==> config.mk <==
export PLATFORM = sky130hd
export DESIGN_NAME = cycle_sequencer
export DESIGN_NICKNAME = d
export VERILOG_FILES = /design/src/rtl/cycle_sequencer.sv
export SDC_FILE = /design/constraint.sdc
export NUM_CORES = 1
export LEC_CHECK = 0
export ABC_AREA = 1
export CORE_MARGIN = 2
export CORE_UTILIZATION = 58
export CTS_CLUSTER_DIAMETER = 80
export DETAILED_ROUTE_END_ITERATION = 6
export GPL_TIMING_DRIVEN = 1
export PLACE_DENSITY = 0.88
export RECOVER_POWER = 50
export SKIP_LAST_GASP = 1
export SYNTH_ARGS = -nofsm -noshare
export SYNTH_HDL_FRONTEND = slang
export SYNTH_SLANG_ARGS = --single-unit
==> constraint.sdc <==
create_clock -name CLKCPU -period 2 [get_ports CLKCPU]
set_input_delay 0.5 -clock CLKCPU [delete_from_list [all_inputs] [get_ports CLKCPU]]
set_output_delay 0.5 -clock CLKCPU [all_outputs]
set_load 0.05 [all_outputs]
### Metal 1, run 1

Drawn at 10 px/um.
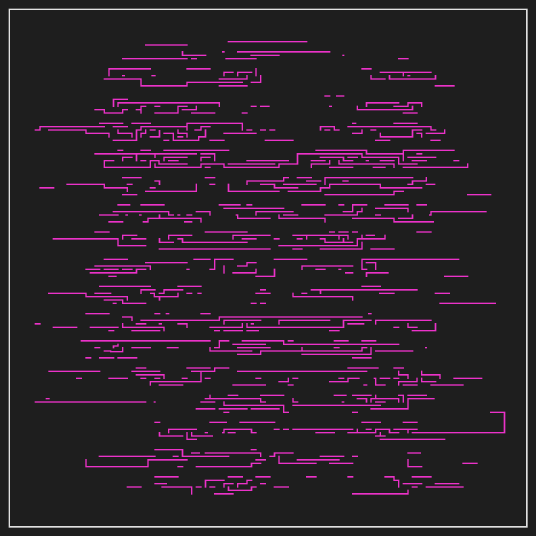
share of all routed wire: 41%
wire length on this layer: 1,190 um
longest straight run: 14.3 um
nets with wire on the layer: 208
global routing usage on met1: 25.7%
DRT Wirelength: 2890 um
via count: 1,341

### Cell sizes after repair, run 1

Drawn at 8 px/um.
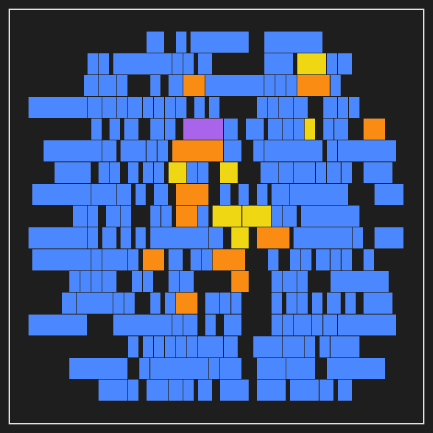
| size | colour | cells | share |
|---|---|---|---|
| _2 cells | yellow | 7 | 3.3% |
| _3 and _4 cells | orange | 11 | 5.1% |
| _6 and larger | purple | 1 | 0.47% |
| _0 and _1 cells | blue | 195 | 91% |
Signal buffers: 17
design area: 1500 um^2

### Congestion heat map, run 1

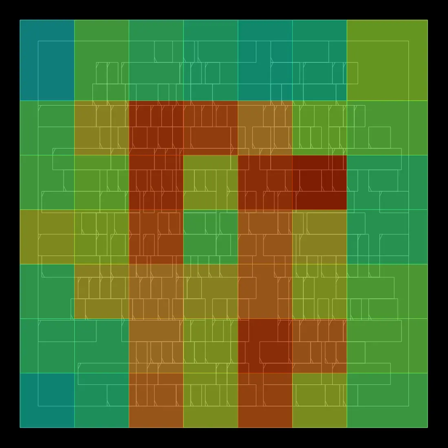
Finished Core Util: 69.2%
Avg WL per Cell: 12.0 um
GRT met2 Usage: 46.2%
Most Crowded Layer GR: met2

### Placed cells, one colour a class, run 1

Drawn at 8 px/um.
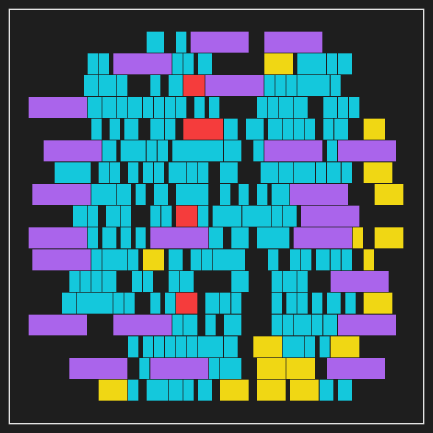
| class | colour | cells | share of their area |
|---|---|---|---|
| combinational and other logic | cyan | 171 | 57% |
| clock drivers and dummy loads | red | 4 | 2.5% |
| other buffers and delay cells | yellow | 17 | 10% |
| flops | purple | 22 | 30% |
row cnt: 17
Seq/total area: 29.3%
core footprint: 2170 um^2

==> Slide: Implementation Results, run 1 <==
Run Summary

Outcome
  – Status: complete, no violations

Power and ir drop
  – Pwr dens: around 600 nW/um^2
  – Switching Share: 29.1%
  – Combinational power share: 18.3%
  – Total power: 0.879 mW

STA
  – Final max-slew violation count: 0
  – Worst-margin pin slew: just over 0.6 ns
  – Max Freq: 514 MHz
  – Hold Fails Final Rpt: 0
  – Post-route minimum period: around 2 ns
  – Min setup slack post-route: ~0.053 ns

Critical path
  – Worst-path fanout max: 1
  – Buf/Inv on CP: 1
  – Worst Reg-to-Reg Cells: 8
  – Worst path max stage delay: 0.80 ns
  – Worst path slowest cell: clkdlybuf4s50_1
  – CP cell instances: clkdlybuf4s50_1

CTS
  – Post-CTS sizing: 0
  – Latency at later pin: roughly 0.31 ns
  – CTS Sinks: 22
  – Clk buf depth: 2
  – CTS tree: yes

Synthesis
  – Mux area share: 0%
  – Sequential area share after synthesis: around 33%
  – Average size of a mapped cell: ~6.7 um^2
  – Yosys aoi share: between 10% and 20%
  – Dominant cell area share: between 30% and 40%
  – Top cells by area: dfxtp_1 33%, nand2_1 16%, inv_1 6.9%
  – Dominant comb cell: simple AND/OR/NAND/NOR gates
  – Fa+ha+maj area frac: between 1.5 and 2%
  – Post-Syn Nets: between 200 and 250
  – XORs/XNORs by Area: about 2.7%

Drt
  – DR iter-0 viols: 28
  – Final ANT Viol Nets: 0

Floorplan
  – Io pins: 16
  – Initial Util: between 60 and 70%
  – Die Span X: a little over 50 um
  – Die H: between 50 and 60 um

Cells and area
  – Total Nets Final: 226
  – Layout cells sized above 1: 8.88%

GRT
  – Initial antenna violation count: 0
  – Total Routing Usage GR: about a quarter

Place
  – DP Wirelength: roughly 2200 um
run 1: synthesized netlist by cell type (all sizes together):
cell type and count:
nand2 59, inv 28, dfxtp 22, nor2 22
nand3 19, a21oi 16, nand4 7, o21ai 7
xor2 4, clkbuf 2, ha 2, nor3 2
a21boi 1, buf 1, nand3b 1, o21a 1
o21bai 1, o22ai 1
run 1: routing by layer:
metal / up-vias / track usage, % / part of all wire, %
li1: 668 / - / -
met1: 618 / 25.7 / 41
met2: 44 / 46.2 / 53
met3: 11 / 3.16 / 3.5
met4: 0 / 12.3 / 2.8
met5: - / 0 / 0
run 1: power groups by stage:
stage | Combinational [mW] | Sequential (mW) | Clock [mW]
2_1_floorplan | 0.103 | 0.490 | 0
3_3_place_gp | 0.162 | 0.478 | 0
3_5_place_dp | 0.168 | 0.479 | 0
4_1_cts | 0.169 | 0.469 | 0.254
5_1_grt | 0.178 | 0.471 | 0.272
6_report | 0.161 | 0.469 | 0.249
run 1: stage by stage:
step                instances  hold WS, ns  util (%)
floorplan                 196        0.454         -
global placement          238        0.476      68.9
detailed placement        238        0.487      68.9
CTS                       242        0.505      70.6
global route              242        0.533      69.2
finish                    242        0.512      69.2
run 1: area by class of cell:
| class | instances | area [um^2] |
|---|---|---|
| flip-flops and latches | 22 | 440 |
| well taps | 28 | 35.0 |
| inverters | 28 | 108 |
| clock buffers | 4 | 36.3 |
| repair buffers | 17 | 153 |
| multi-input cells | 143 | 729 |
| fillers | 193 | 668 |
run 1: worst min-delay path, cell delays in order (launching register included):
cell     delay, ns
dfxtp_1       0.36
nand2_1       0.07
a21oi_1       0.05
run 1: cells by family (layout without fill, tap and decap cells):
group	count (synthesis)	after routing
xor+xnor	4	4
buf+inv	31	49
simple gates	110	110
fa+ha+maj	2	2
compound gates	27	27
flops	22	22
==> run 1 -> run 2 <==
ABC_CLOCK_PERIOD_IN_PS = 1600   (was default)
CORE_UTILIZATION = 49   (was 58)
PLACE_DENSITY = 0.79   (was 0.88)
clock period = 1.6 ns   (was 2 ns; I/O delays follow)
==> Slide: Implementation Results, run 2 <==
Run Summary

Outcome
  – Status: complete, no violations

Power and ir drop
  – Combinational power share: 20.5% (+2.2 points)

Synthesis
  – Post-Syn Nets: 207 (unchanged)
  – Post-synth top flop: dfxtp_1
  – Synth top cells by count: 55 x nand2_1, 24 x inv_1, 22 x dfxtp_1
  – Dominant cell area share: 33.5% (unchanged)
  – Most frequent cell after synthesis: nand2_1
  – Sequential area share after synthesis: 33.5% (unchanged)
  – Top cells by area: dfxtp_1 33%, nand2_1 16%, inv_1 6.9%

Critical path
  – Worst-path fanout max: 8 (+7)
  – Worst path max stage delay: 0.35 ns (-0.45 ns)
  – Worst path slowest cell: dfxtp_2
  – CP cell instances: ha_1, nand3_2, inv_2, nand2_2, nand2_2, nor2_4, nand2_1, a21oi_2

Drt
  – DR iter-0 viols: 34 (+21%)
  – Final ANT Viol Nets: 0 (unchanged)

GRT
  – Initial antenna violation count: 0 (unchanged)

CTS
  – Clk buf depth: 2 (unchanged)
  – CTS Sinks: 22 (unchanged)

Floorplan
  – Core footprint: 2500 um^2 (+15%)
  – Initial Util: 52.6% (-8.0 points)

Cells and area
  – Layout cells sized above 1: 15.7% (+6.8 points)
  – Total Nets Final: 230 (+1.8%)

Place
  – Placed Cells: 244 (+2.5%)
## run 2: netlist changes by cell type in the layout (fill, tap and decap cells not counted), sizes merged
cell | previous run | this run
buf | 2 | 8
dlymetal6s2s | 0 | 4
clkdlybuf4s50 | 11 | 8
clkbuf | 6 | 4
dlygate4sd3 | 2 | 0
## run 2: routing by layer
layer  routed length, um  GRT usage [%]  share of wire (%)
met5                   0              0                  0
met2                1430           35.5                 49
met3                 141           3.26                4.8
met1                1290           22.1                 44
met4                  72           11.5                2.5
## run 2: cell type report
| class | count | area, um^2 |
|---|---|---|
| fill | 227 | 910 |
| multi-input combinational | 143 | 761 |
| tap | 30 | 37.5 |
| clock buffer | 3 | 22.5 |
| sequential | 22 | 442 |
| inverter | 28 | 108 |
| timing repair buffer | 21 | 220 |
## run 2: worst register-to-register path, cell delays in order (launching register included)
cell and delay [ns]:
dfxtp_2 0.35, ha_1 0.22, nand3_2 0.11, inv_2 0.08, nand2_2 0.11, nand2_2 0.09
nor2_4 0.21, nand2_1 0.10, a21oi_2 0.13
## run 2: metrics by stage
stage / hold slack [ns] / setup WS, ns / cell area [um^2] / util, %
2_1_floorplan: 0.454 / 0.309 / 1320 / -
3_3_place_gp: 0.480 / -0.0259 / 1590 / 63.6
3_5_place_dp: 0.482 / -0.119 / 1590 / 63.6
4_1_cts: 0.508 / 0.0945 / 1610 / 64.5
5_1_grt: 0.528 / 0.000643 / 1590 / 63.6
6_report: 0.509 / 0.132 / 1590 / 63.6
## run 2: logic make-up (layout without fill, tap and decap cells)
family,after synthesis,in the layout,synth area share [%]
XOR/XNOR,4,4,2.66
buffers and inverters,31,52,9.33
AND-OR/OR-AND,27,27,10.9
AND/OR/NAND/NOR,110,110,41.7
flip-flops,22,22,33.5
adder cells (fa/ha/maj),2,2,1.90
## run 2: timing repair
item | in CTS | in global routing
setup buffers | 0 | 0
setup endpoints to repair | 0 | 7
gates resized | 0 | 3
## run 2: power by group through the flow
stage / sequential, mW / combinational (mW) / clock, mW
2_1_floorplan: 0.612 / 0.129 / 0
3_3_place_gp: 0.599 / 0.212 / 0
3_5_place_dp: 0.600 / 0.219 / 0
4_1_cts: 0.588 / 0.221 / 0.264
5_1_grt: 0.590 / 0.239 / 0.279
6_report: 0.587 / 0.217 / 0.255
### Metal 1, run 2

Drawn at 8 px/um.
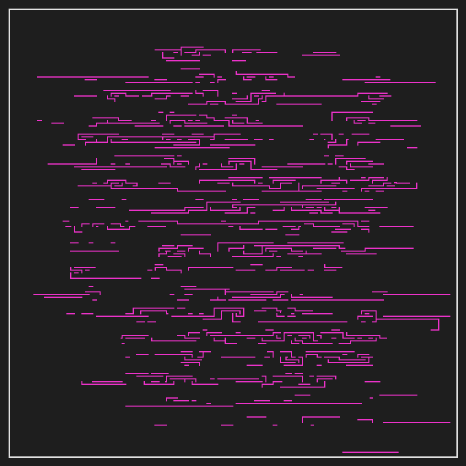
nets with wire on the layer: 212
longest straight run: 15.6 um
main direction: horizontal
share of all routed wire: 44%
wire length on this layer: 1,290 um
via count: 1,306
global routing usage on met1: 22.1%
DRT Wirelength: 2940 um

### A small window of the routed layout, run 2

Window x 1 to 26, y 29 to 54 um. Cells in grey, sequential cells in the stronger grey; small squares are vias.
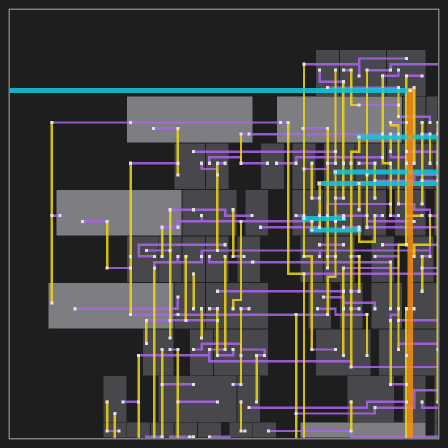
| layer | colour |
|---|---|
| metal 3 | cyan |
| metal 1 | purple |
| metal 2 | yellow |
| metal 4 | orange |
cells with their middle in the window: 47
sequential cells in the window: 4
most frequent: nand2_1 (16), nand3_1 (5)

### Congestion heat map, run 2

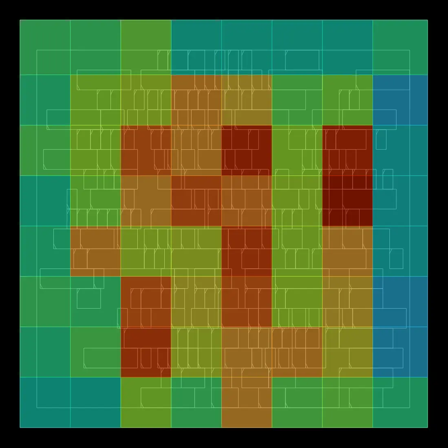
Finished Core Util: 63.6%
Avg WL per Cell: 11.9 um
Total Routing Usage GR: 19.9%
met3 usage: 3.26%

Power is estimated from default activity; no workload was simulated.
